$ cat src/rtl/sdram_port_arbiter.sv
// Three-port arbiter in front of a single-port SDRAM controller.
// Serialises accesses, shapes rd/we edges and returns data plus ack.
module sdram_port_arbiter #(
  parameter int RD_LATENCY  = 16,
  parameter int WR_TIMEOUT  = 64,
  parameter int P0_PRIORITY = 1
) (
  input  logic        clk,
  input  logic        reset_n,
  input  logic [2:0]  req,
  input  logic [2:0]  req_we,
  input  logic [68:0] req_addr,
  input  logic [47:0] req_din,
  input  logic [5:0]  req_wtbt,
  output logic [2:0]  ack,
  output logic [15:0] rdata,
  output logic        busy,
  output logic        wr_timeout,
  output logic [22:0] sd_addr,
  output logic [15:0] sd_din,
  output logic [1:0]  sd_wtbt,
  output logic        sd_we,
  output logic        sd_rd,
  input  logic [15:0] sd_dout,
  input  logic        sd_ready
);

  typedef enum logic [2:0] {
    BOOT, IDLE, RD_WAIT, WR_WAIT, RELEASE
  } state_e;

  localparam logic [7:0] RD_LAST = 8'(RD_LATENCY - 1);
  localparam logic [7:0] WR_LAST = 8'(WR_TIMEOUT - 1);

  state_e      state_q, state_d;
  logic [1:0]  last_q, last_d;
  logic [1:0]  gnt_q, gnt_d;
  logic [7:0]  cnt_q, cnt_d;
  logic        seen_low_q, seen_low_d;
  logic [2:0]  ack_q, ack_d;
  logic [15:0] rdata_q, rdata_d;
  logic        busy_q, busy_d;
  logic        wr_to_q, wr_to_d;
  logic [22:0] sd_addr_q, sd_addr_d;
  logic [15:0] sd_din_q, sd_din_d;
  logic [1:0]  sd_wtbt_q, sd_wtbt_d;
  logic        sd_we_q, sd_we_d;
  logic        sd_rd_q, sd_rd_d;

  logic [1:0]  win;
  logic [22:0] sel_addr;
  logic [15:0] sel_din;
  logic [1:0]  sel_wtbt;
  logic        sel_we;

  // Round-robin search starts at the port after the last grant
  always_comb begin
    win = 2'd0;
    case (last_q)
      2'd0:    win = req[1] ? 2'd1 : (req[2] ? 2'd2 : 2'd0);
      2'd1:    win = req[2] ? 2'd2 : (req[0] ? 2'd0 : 2'd1);
      default: win = req[0] ? 2'd0 : (req[1] ? 2'd1 : 2'd2);
    endcase
    if (P0_PRIORITY != 0 && req[0])
      win = 2'd0;
  end

  always_comb begin
    sel_addr = req_addr[22:0];
    sel_din  = req_din[15:0];
    sel_wtbt = req_wtbt[1:0];
    sel_we   = req_we[0];
    case (win)
      2'd1: begin
        sel_addr = req_addr[45:23];
        sel_din  = req_din[31:16];
        sel_wtbt = req_wtbt[3:2];
        sel_we   = req_we[1];
      end
      2'd2: begin
        sel_addr = req_addr[68:46];
        sel_din  = req_din[47:32];
        sel_wtbt = req_wtbt[5:4];
        sel_we   = req_we[2];
      end
      default: ;
    endcase
  end

  always_comb begin
    state_d    = state_q;
    last_d     = last_q;
    gnt_d      = gnt_q;
    cnt_d      = cnt_q;
    seen_low_d = seen_low_q;
    ack_d      = 3'b000;
    rdata_d    = rdata_q;
    wr_to_d    = 1'b0;
    sd_addr_d  = sd_addr_q;
    sd_din_d   = sd_din_q;
    sd_wtbt_d  = sd_wtbt_q;
    sd_we_d    = sd_we_q;
    sd_rd_d    = sd_rd_q;
    unique case (state_q)
      BOOT: begin
        if (sd_ready)
          state_d = IDLE;
      end
      IDLE: begin
        if (|req) begin
          gnt_d      = win;
          last_d     = win;
          sd_addr_d  = sel_addr;
          sd_din_d   = sel_din;
          sd_wtbt_d  = sel_wtbt;
          cnt_d      = 8'd0;
          seen_low_d = 1'b0;
          if (sel_we) begin
            sd_we_d = 1'b1;
            state_d = WR_WAIT;
          end else begin
            sd_rd_d = 1'b1;
            state_d = RD_WAIT;
          end
        end
      end
      RD_WAIT: begin
        if (cnt_q == RD_LAST) begin
          rdata_d = sd_dout;
          ack_d   = 3'b001 << gnt_q;
          sd_rd_d = 1'b0;
          state_d = RELEASE;
        end else begin
          cnt_d = cnt_q + 8'd1;
        end
      end
      WR_WAIT: begin
        seen_low_d = seen_low_q | ~sd_ready;
        // Ready must be seen low first so a stale high is not taken as done
        if (seen_low_q && sd_ready) begin
          ack_d   = 3'b001 << gnt_q;
          sd_we_d = 1'b0;
          state_d = RELEASE;
        end else if (cnt_q == WR_LAST) begin
          ack_d   = 3'b001 << gnt_q;
          wr_to_d = 1'b1;
          sd_we_d = 1'b0;
          state_d = RELEASE;
        end else begin
          cnt_d = cnt_q + 8'd1;
        end
      end
      RELEASE: begin
        state_d = IDLE;
      end
      default: state_d = BOOT;
    endcase
    busy_d = (state_d != IDLE);
  end

  always_ff @(posedge clk or negedge reset_n) begin
    if (!reset_n) begin
      state_q    <= BOOT;
      last_q     <= 2'd2;
      gnt_q      <= 2'd0;
      cnt_q      <= 8'd0;
      seen_low_q <= 1'b0;
      ack_q      <= 3'b000;
      rdata_q    <= 16'h0000;
      busy_q     <= 1'b0;
      wr_to_q    <= 1'b0;
      sd_addr_q  <= 23'h0;
      sd_din_q   <= 16'h0000;
      sd_wtbt_q  <= 2'b00;
      sd_we_q    <= 1'b0;
      sd_rd_q    <= 1'b0;
    end else begin
      state_q    <= state_d;
      last_q     <= last_d;
      gnt_q      <= gnt_d;
      cnt_q      <= cnt_d;
      seen_low_q <= seen_low_d;
      ack_q      <= ack_d;
      rdata_q    <= rdata_d;
      busy_q     <= busy_d;
      wr_to_q    <= wr_to_d;
      sd_addr_q  <= sd_addr_d;
      sd_din_q   <= sd_din_d;
      sd_wtbt_q  <= sd_wtbt_d;
      sd_we_q    <= sd_we_d;
      sd_rd_q    <= sd_rd_d;
    end
  end

  assign ack        = ack_q;
  assign rdata      = rdata_q;
  assign busy       = busy_q;
  assign wr_timeout = wr_to_q;
  assign sd_addr    = sd_addr_q;
  assign sd_din     = sd_din_q;
  assign sd_wtbt    = sd_wtbt_q;
  assign sd_we      = sd_we_q;
  assign sd_rd      = sd_rd_q;

endmodule
$ cat config.mk
export PLATFORM = sky130hd
export DESIGN_NAME = sdram_port_arbiter
export DESIGN_NICKNAME = d
export VERILOG_FILES = /design/src/rtl/sdram_port_arbiter.sv
export SDC_FILE = /design/constraint.sdc
export NUM_CORES = 1
export LEC_CHECK = 0
export CORE_MARGIN = 5
export CORE_UTILIZATION = 40
export CTS_CLUSTER_DIAMETER = 50
export DETAILED_ROUTE_END_ITERATION = 8
export GPL_ROUTABILITY_DRIVEN = 0
export HOLD_SLACK_MARGIN = 0.12
export PLACE_DENSITY_LB_ADDON = 0.05
export SYNTH_ARGS = -nofsm -noshare
export SYNTH_HDL_FRONTEND = slang
export SYNTH_SLANG_ARGS = --single-unit
$ cat constraint.sdc
create_clock -name clk -period 3.25 [get_ports clk]
set_clock_uncertainty 0.15 [all_clocks]
set_input_delay 0.65 -clock clk [delete_from_list [all_inputs] [get_ports clk]]
set_output_delay 0.65 -clock clk [all_outputs]
set_load 0.05 [all_outputs]
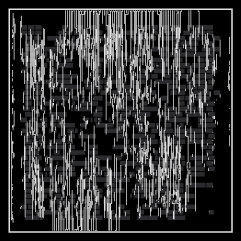
Run 1: signal wires on met2
Drawn at 2 px/um.
The wires run mostly vertical. The layer holds 49% of the routed length. The longest straight run is 44.0 um. 649 nets have wire on it.
met2 usage: 35.4%
WL final: 12.9 mm

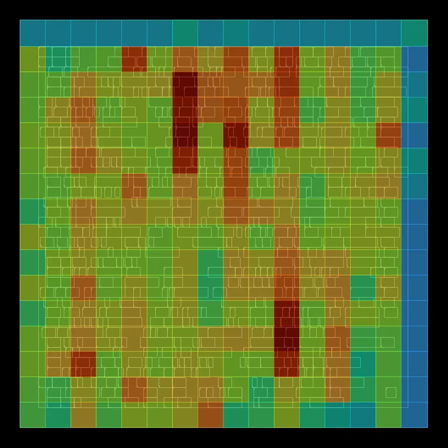
Run 1: track usage over the die
GRT Total Usage: 21.0%
Finished Core Util: 66.5%

==> flow_metrics.py, run 1 <==
# Generated from Yosys and OpenROAD reports
metrics = {
    "yosys": {
        "syn-num-nets": 580,
        "syn-cell-area_um2": 4050,
        "async_flop_share_pct": 100,
        "compound_area_share_pct": 23.4,
        "synth.top_cell.area_share_pct": 48.1,
        "top_cell": "dfrtp_1",
        "synth_cell_types": 52,
        "edf_count": 0,
        "top_logic_kind": "AND-OR/OR-AND gates",
        "ys_warn_count": 0,
        "syn-instance-count": 429,
        "top_cells_by_area": "dfrtp_1 48%, a22oi_1 8.0%, o21ai_0 5.7%",
        "synth.cells.most_frequent": "78 x dfrtp_1, 54 x nand2_1, 46 x nor2_1, 46 x o21ai_0, 45 x a21oi_1",
        "ys_seq_share_pct": 48.8,
        "flop_cell": "dfrtp_1",
        "mux_share_pct": 6.30,
        "xor_share_pct": 0.216,
        "ys_cells": 429,
        "yosys_area_um2": 4050,
        "ys.flops": 79,
        "yosys.area_share.simple_pct": 16.0,
        "avgSynthCellArea_um2": 9.45,
        "ys_sh_adder_pct": 0.926,
        "yosysTopAreaCell": "dfrtp_1",
    },
    "final_layout": {
        "sh_comb_area_pct": 29.1,
        "mostFrequentLayoutCell": "clkdlybuf4s50_1",
        "clock_buffers": 11,
        "buffer_area_share_pct": 33.4,
        "drive_gt1_share_pct": 8.57,
        "largestClassByArea": "buffers",
        "diodes": 0,
        "inverters_excl_clock": 6,
        "buffers": 217,
        "final_net_count": 776,
        "fillerInstances": 845,
        "sh_seq_area_pct": 30.3,
        "syn_to_final_growth_pct": 61.0,
        "sequential_cell_total": 79,
        "layout.area.comb_um2": 1900,
        "final_cell_count_no_fill": 763,
        "layout.area.seq_um2": 1980,
        "largest_reg_flops": 23,
        "logic_gates": 312,
        "clock_area_share_pct": 4.27,
        "mostFrequentLayoutCells": "210 x clkdlybuf4s50_1, 78 x dfrtp_1, 54 x nand2_1",
    },
    "floorplanning": {
        "dieArea_um2": 12200,
        "die_y_um": 111,
        "io_pins": 212,
        "nWellTaps": 133,
        "initCoreUtil_pct": 41.3,
        "num_rows": 36,
        "die_x_um": 111,
        "core_um2": 9820,
    },
    "worst_setup_path": {
        "max_stage_delay_ns": 0.55,
        "cp_cell_sequence": "clkdlybuf4s50_1 -> nor2_1 -> a211oi_1 -> ha_2 -> buf_4 -> a22oi_1 -> nor2_1 -> a21oi_1 -> o21ai_0",
        "cp_top_family": "buffers and inverters",
        "critPathMaxFanout": 20,
        "cpMaxStageDelayCell": "ha_2",
        "startpoint_type": "primary input",
        "worst-r2r-cell-count": 10,
        "crit_cells": 9,
        "end_kind": "flip-flop",
        "crit_path_start": "req[2]",
        "r2r_start": "last_q[0]",
        "worst_ep_required_time_ns": 3.37,
        "crit_top_cell": "nor2_1",
        "critPathBufInv": 2,
        "crit_arrival_ns": 2.82,
        "critPathKind": "in -> reg",
        "reg2reg_to": "sd_din[8]",
        "cp-endpoint": "sd_addr[22]",
        "rrSetupSlack_ns": 0.79,
    },
    "placement": {
        "port-buffer-count": 211,
        "place_hpwl_mm": 9.84,
        "dpl.cell_count": 747,
    },
    "global_route": {
        "grt_pass1_wl_mm": 20.8,
        "overflow": 0,
        "grt_max_degree": 83,
        "grt_pass1_vias": 4156,
        "antenna_found_initial": 0,
    },
    "routing": {
        "vias_per_cell": 5.15,
        "drt_iter0_drc": 194,
        "drt_pre_antenna_iters": 4,
        "routedWlPerCell_um": 16.9,
        "drc": 0,
        "antenna_left": 0,
    },
    "final_timing": {
        "max_freq_ghz": 0.370,
        "rsz0062_at_grt": "no",
        "setup_viol": 0,
        "worst_pin_slew_ns": 1.00,
        "slew_headroom_pct": 33.2,
        "hold_viol": 0,
        "finalCriticalPeriod_ns": 2.70,
        "slew_viol_final": 0,
        "finalClockPeriodUsage_pct": 83.2,
        "final.setup.tns_ns": 0,
    },
    "run": {
        "warnings": 27,
        "maxCapViolCount": 0,
    },
    "clock_network": {
        "cts_made_buffers": 9,
        "clockRootBuffer": "clkbuf_8",
        "cts_buffer_depth": 2,
        "postCtsSetupBuffers": 0,
        "cts_hold_buf": 0,
        "htreeDepth": 3,
        "insertion_delay_ns": 0.35,
        "clkTransAtPathRegs_ns": 0.08,
        "cts_tree": "built",
        "cts_num_sinks": 79,
        "cts-resized-gates": 0,
    },
    "pwr": {
        "power_density_nw_per_um2": 931,
        "power_leakage_nw": 2.66,
        "peakVddDrop_uv": 431,
        "total_power_mw": 6.08,
    },
    "status": {
        "status": "completed",
    },
    "worst_hold_path": {
        "hold_path.class": "in -> async",
    },
}
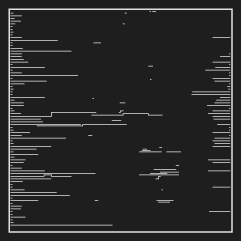
Run 1: signal wires on met3
Drawn at 2 px/um.
The longest straight run is 50.6 um. 135 nets have wire on it. The wires run mostly horizontal. The layer holds 9.1% of the routed length. The layer carries 1180 um of wire.
met3 GRT Util: 7.59%
via count: 3926

## run 1: per-layer routing
layer / part of all wire (%) / wire, um / up-vias / GRT usage (%)
met2: 49 / 6310 / 164 / 35.4
met5: 0 / 0 / - / 0
met1: 40 / 5110 / 1822 / 24.3
met3: 9.1 / 1180 / 17 / 7.59
li1: - / - / 1923 / -
met4: 2.2 / 286 / 0 / 8.70
## run 1: stage by stage
step | hold WS [ns] | setup slack [ns] | instance area, um^2
finish | 0.294 | 0.546 | 6530
global route | 0.358 | 0.322 | 6530
CTS | 0.318 | 0.570 | 6530
detailed placement | 0.304 | 0.172 | 6250
global placement | 0.306 | 0.264 | 6250
floorplan | 0.204 | 0.796 | 4050
## run 1: power breakdown
part	internal, mW	switching [mW]
registers	1.40	0.288
clock network	0.630	0.366
logic	1.23	2.16
total	3.26	2.81
==> run 2: changes to the inputs <==
--- a/config.mk
+++ b/config.mk
@@ -6,7 +6,7 @@
 export NUM_CORES = 1
 export LEC_CHECK = 0
 export CORE_MARGIN = 5
-export CORE_UTILIZATION = 40
+export CORE_UTILIZATION = 36
 export CTS_CLUSTER_DIAMETER = 50
 export DETAILED_ROUTE_END_ITERATION = 8
 export GPL_ROUTABILITY_DRIVEN = 0
==> constraint.sdc (replaced) <==
create_clock -name clk -period 2.2 [get_ports clk]
set_clock_uncertainty 0.15 [all_clocks]
set_input_delay 0.44 -clock clk [delete_from_list [all_inputs] [get_ports clk]]
set_output_delay 0.44 -clock clk [all_outputs]
set_load 0.05 [all_outputs]
==> run 2 against run 1 <==
Non-clock buffer count up 17. Power up 54%. Clock power up 41%. Via count up 1.7%. Setup slack worse by 0.50 ns. Final area up 7.4%. Die size up 10%. Critical path type is now reg -> reg. Clock-buffer cell count down 2. Critical endpoint is now sd_din[3]. Final cell count up 3.1%. Worst hold slack better by 0.034 ns.
==> flow_metrics.py, run 2 <==
# Generated from Yosys and OpenROAD reports
metrics = {
    "global_route": {
        "grt_max_degree": 51,
        "grt_pass1_wl_mm": 20.7,
        "use_met2_pct": 33.3,
        "grt_usage_pct": 19.6,
        "antenna_found_initial": 0,
        "grt_pass1_vias": 4050,
        "met1_usage_pct": 23.8,
        "grt.busiest_layer": "met2",
    },
    "final_timing": {
        "finalClockPeriodUsage_pct": 98.0,
        "holdWs_ns": 0.329,
        "setup_viol": 0,
        "rsz0062_at_grt": "yes",
        "finalCriticalPeriod_ns": 2.16,
        "max_freq_ghz": 0.464,
        "layout_setup_ws_ns": 0.0443,
        "final.setup.tns_ns": 0,
    },
    "pwr": {
        "power_frac_clock_pct": 14.9,
        "power_frac_seq_pct": 26.6,
        "powerComb_mw": 5.48,
        "internal_power_mw": 4.97,
        "peakVddDrop_uv": 809,
        "pwr.group.clock_mw": 1.40,
        "seq-power_mw": 2.49,
        "power_leakage_nw": 2.82,
    },
    "status": {
        "status": "completed",
    },
    "clock_network": {
        "cts_made_buffers": 9,
        "cts-resized-gates": 9,
        "cts_num_sinks": 79,
        "cts_tree": "built",
        "clockRootBuffer": "clkbuf_16",
        "clkTransAtPathRegs_ns": 0.06,
        "postCtsSetupBuffers": 0,
    },
    "final_layout": {
        "layout.area.seq_um2": 1980,
        "largest_reg_flops": 23,
        "layout.area.comb_um2": 2100,
        "mostFrequentLayoutCells": "202 x clkdlybuf4s50_1, 78 x dfrtp_1, 53 x nand2_1",
        "diodes": 0,
        "inverters_excl_clock": 6,
        "clock_buffers": 9,
        "syn_to_final_growth_pct": 73.0,
        "buffers": 234,
        "final_net_count": 793,
        "largestClassByArea": "buffers",
        "fin_util_pct": 64.1,
        "clock_area_share_pct": 4.01,
        "sh_comb_area_pct": 30.0,
        "fillerInstances": 964,
    },
    "worst_setup_path": {
        "cp_cell_sequence": "nand2b_4 -> or2_4 -> a21oi_4 -> inv_2 -> ha_4 -> clkbuf_16 -> a22oi_2 -> nor2_1 -> a21oi_2 -> o21ai_0",
        "startpoint_type": "flip-flop",
        "end_kind": "flip-flop",
        "critPathBufInv": 2,
        "max_stage_delay_ns": 0.38,
    },
    "yosys": {
        "ys_sh_adder_pct": 0.926,
        "top_cell": "dfrtp_1",
        "synth.top_cell.area_share_pct": 48.1,
        "yosys.area_share.simple_pct": 16.0,
        "syn-instance-count": 429,
        "ys_cells": 429,
        "flop_cell": "dfrtp_1",
        "xor_share_pct": 0.216,
        "ys_seq_share_pct": 48.8,
        "compound_area_share_pct": 23.4,
    },
    "worst_hold_path": {
        "hold_path.class": "reg -> reg",
    },
    "placement": {
        "placed_area_um2": 6420,
        "pre_cts_slack_ns": -0.469,
        "dpl.cell_count": 766,
    },
    "routing": {
        "drt_iter0_drc": 184,
        "routedWlPerCell_um": 17.1,
        "vias_per_cell": 5.07,
        "drc": 0,
        "drt_pre_antenna_iters": 6,
        "route.top_layer_used": "met4",
    },
    "run": {
        "warnings": 29,
        "maxCapViolCount": 0,
    },
    "floorplanning": {
        "core_um2": 10900,
        "die_y_um": 116,
        "nWellTaps": 140,
    },
}
[run 2: cell types whose count changed in the layout (fill, tap and decap cells not counted), sizes merged]
cell           previous run  this run
buf                       7        28
bufinv                    4         0
clkdlybuf4s50           210       202
clkinv                    0         1
clkinvlp                  1         4
dlygate4sd3               0         1
dlymetal6s2s              0         1
inv                       6         8
[run 2: path summary, 6_finish.rpt]
check / startpoint / end / slack (ns) / cells past startpoint
worst max register to register: last_q[1] / sd_din[3] / 0.04 / 10
worst min-delay path: sd_addr[7] / sd_addr[7] / 0.33 / 2
worst max-delay path: last_q[1] / sd_din[3] / 0.04 / 10
max in group asynchronous: reset_n / last_q[1] / 0.81 / 3
worst min register to register: sd_addr[7] / sd_addr[7] / 0.33 / 2
min in group asynchronous: reset_n / sd_wtbt[0] / 0.43 / 2
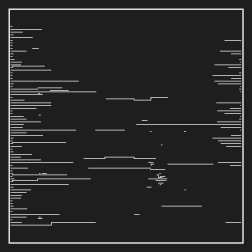
Run 2: signal wires on met3
Drawn at 2 px/um.
The layer holds 8.9% of the routed length. 127 nets have wire on it.
met3 GRT Util: 7.10%
WL final: 13.4 mm
via count: 3991

==> run 3: changes to the inputs <==
--- a/config.mk
+++ b/config.mk
@@ -12,6 +12,7 @@
 export GPL_ROUTABILITY_DRIVEN = 0
 export HOLD_SLACK_MARGIN = 0.12
 export PLACE_DENSITY_LB_ADDON = 0.05
+export SLEW_MARGIN = 0
 export SYNTH_ARGS = -nofsm -noshare
 export SYNTH_HDL_FRONTEND = slang
 export SYNTH_SLANG_ARGS = --single-unit
==> run 3 against run 2 <==
Non-clock buffer count is the same. Critical path depth is the same. Largest cell class unchanged. Synthesized cell count is the same. Sequential cell count is the same. Critical path type unchanged. Register-to-register slack is essentially flat.
==> flow_metrics.py, run 3 <==
# Generated from Yosys and OpenROAD reports
metrics = {
    "status": {
        "status": "completed",
    },
    "clock_network": {
        "postCtsSetupBuffers": 0,
        "clkTransAtPathRegs_ns": 0.06,
        "cts_buffer_depth": 2,
        "cts_made_buffers": 9,
        "cts-resized-gates": 9,
        "cts_num_sinks": 79,
        "htreeDepth": 3,
        "clockRootBuffer": "clkbuf_16",
        "insertion_delay_ns": 0.33,
        "cts_tree": "built",
    },
    "pwr": {
        "pwr.group.clock_mw": 1.40,
        "power_frac_clock_pct": 14.9,
        "power_density_nw_per_um2": 1340,
        "power_leakage_nw": 2.82,
        "seq-power_mw": 2.49,
        "internal_power_mw": 4.97,
        "power_frac_seq_pct": 26.6,
        "peakVddDrop_uv": 809,
        "power_leader": "combinational logic",
        "powerComb_mw": 5.48,
        "combPwrFrac_pct": 58.5,
    },
    "routing": {
        "drc": 0,
        "vias": 3991,
        "drt_iter0_drc": 184,
        "vias_per_cell": 5.07,
        "routedWlPerCell_um": 17.1,
        "drt_pre_antenna_iters": 6,
        "wl_mm": 13.4,
    },
    "yosys": {
        "synth.top_cell.area_share_pct": 48.1,
        "ys_sh_adder_pct": 0.926,
        "syn-instance-count": 429,
        "ys_cells": 429,
        "top_cell": "dfrtp_1",
        "flop_cell": "dfrtp_1",
        "ys.flops": 79,
        "yosys.area_share.simple_pct": 16.0,
        "top_logic_kind": "AND-OR/OR-AND gates",
        "syn-cell-area_um2": 4050,
        "ys_seq_share_pct": 48.8,
        "xor_share_pct": 0.216,
        "compound_area_share_pct": 23.4,
    },
    "final_layout": {
        "fin_util_pct": 64.1,
        "buffers": 234,
        "mostFrequentLayoutCell": "clkdlybuf4s50_1",
        "final_area_um2": 7010,
        "mostFrequentLayoutCells": "202 x clkdlybuf4s50_1, 78 x dfrtp_1, 53 x nand2_1",
        "final_net_count": 793,
        "sh_seq_area_pct": 28.2,
        "layout.area.comb_um2": 2100,
        "largestClassByArea": "buffers",
        "syn_to_final_growth_pct": 73.0,
        "buffer_area_share_pct": 35.0,
        "largest_reg_flops": 23,
        "diodes": 0,
        "sh_comb_area_pct": 30.0,
        "clock_area_share_pct": 4.01,
        "fillerInstances": 964,
        "inverters_excl_clock": 6,
        "layout.area.seq_um2": 1980,
        "clock_buffers": 9,
    },
    "final_timing": {
        "slew_viol_final": 0,
        "setup_viol": 0,
        "holdWs_ns": 0.329,
        "rsz0062_at_grt": "yes",
        "max_freq_ghz": 0.464,
        "layout_setup_ws_ns": 0.0443,
        "final.setup.tns_ns": 0,
        "finalCriticalPeriod_ns": 2.16,
        "finalClockPeriodUsage_pct": 98.0,
    },
    "worst_hold_path": {
        "hold_depth": 2,
        "hold_end": "sd_addr[7]",
        "hp-start": "sd_addr[7]",
        "hold_path.class": "reg -> reg",
    },
    "floorplanning": {
        "dieArea_um2": 13500,
        "nWellTaps": 140,
        "die_y_um": 116,
        "core_um2": 10900,
        "die_x_um": 116,
        "io_pins": 212,
    },
    "worst_setup_path": {
        "max_stage_delay_ns": 0.38,
        "end_kind": "flip-flop",
        "worst-r2r-cell-count": 10,
        "crit_cells": 10,
        "crit_path_start": "last_q[1]",
        "reg2reg_to": "sd_din[3]",
        "cp-endpoint": "sd_din[3]",
        "cp_cell_sequence": "nand2b_4 -> or2_4 -> a21oi_4 -> inv_2 -> ha_4 -> clkbuf_16 -> a22oi_2 -> nor2_1 -> a21oi_2 -> o21ai_0",
        "r2r_start": "last_q[1]",
        "critPathKind": "reg -> reg",
        "startpoint_type": "flip-flop",
        "rrSetupSlack_ns": 0.04,
        "critPathBufInv": 2,
    },
    "global_route": {
        "grt_max_degree": 51,
        "grt_pass1_vias": 4050,
        "grt_pass1_wl_mm": 20.7,
        "antenna_found_initial": 0,
        "grt_usage_pct": 19.6,
    },
    "placement": {
        "port-buffer-count": 211,
        "placed_area_um2": 6420,
        "pre_cts_slack_ns": -0.469,
        "dpl.cell_count": 766,
    },
    "run": {
        "maxCapViolCount": 0,
        "warnings": 29,
    },
}
==> run 3: cell counts in the layout (fill, tap and decap cells not counted) <==
No cell type changed its count.
==> run 3: worst register-to-register path, stage by stage, from the launching register on <==
cell       delay (ns)
dfstp_2          0.38
nand2b_4         0.15
or2_4            0.24
a21oi_4          0.21
inv_2            0.06
ha_4             0.21
clkbuf_16        0.19
a22oi_2          0.16
nor2_1           0.08
a21oi_2          0.12
o21ai_0          0.08
==> run 3: metal layers <==
layer / up-vias / global-route usage, % / share of wire (%)
met1: 1849 / 23.8 / 40
li1: 1964 / - / -
met4: 0 / 4.95 / 2.0
met3: 21 / 7.10 / 8.9
met5: - / 0 / 0
met2: 157 / 33.3 / 50
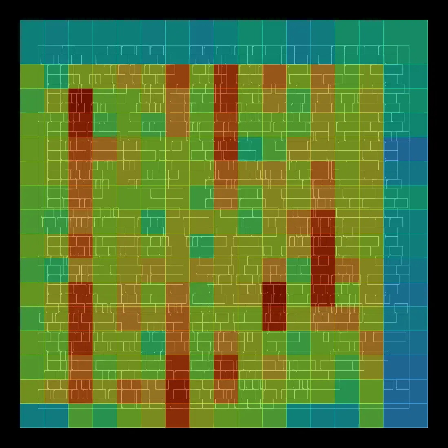
Run 3: track usage over the die
met1 Usage GRT: 23.8%
met2 usage: 33.3%
GR peak layer: met2


==> notes/layouts.md <==
Pictures saved along the way, in no particular order.

Cell sizes after repair.
Drawn at 4 px/um.
picture 1
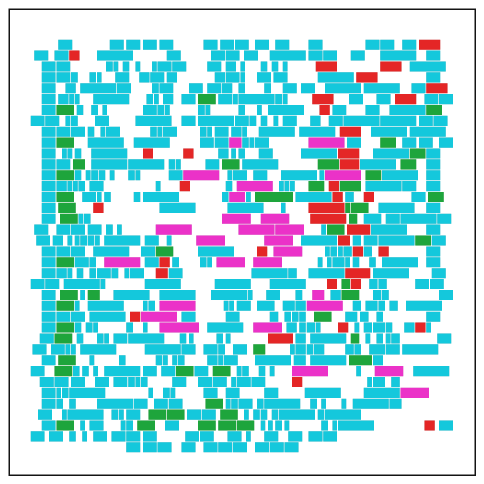
picture 2
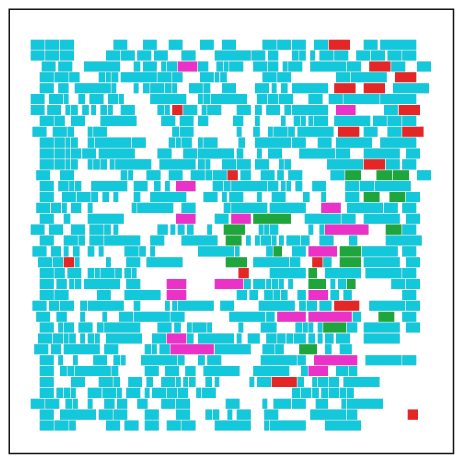
| from | picture |
|---|---|
| run 3 | picture 1 |
| run 1 | picture 2 |

Key to picture 2:
Key: magenta = _6 and larger [cells 18, most used clkbuf_8]; red = _3 and _4 cells [cells 17, most used mux2_4]; cyan = _0 and _1 cells [cells 576, most used clkdlybuf4s50_1]; green = _2 cells [cells 19, most used mux2_2]

Power is estimated from default activity; no workload was simulated.
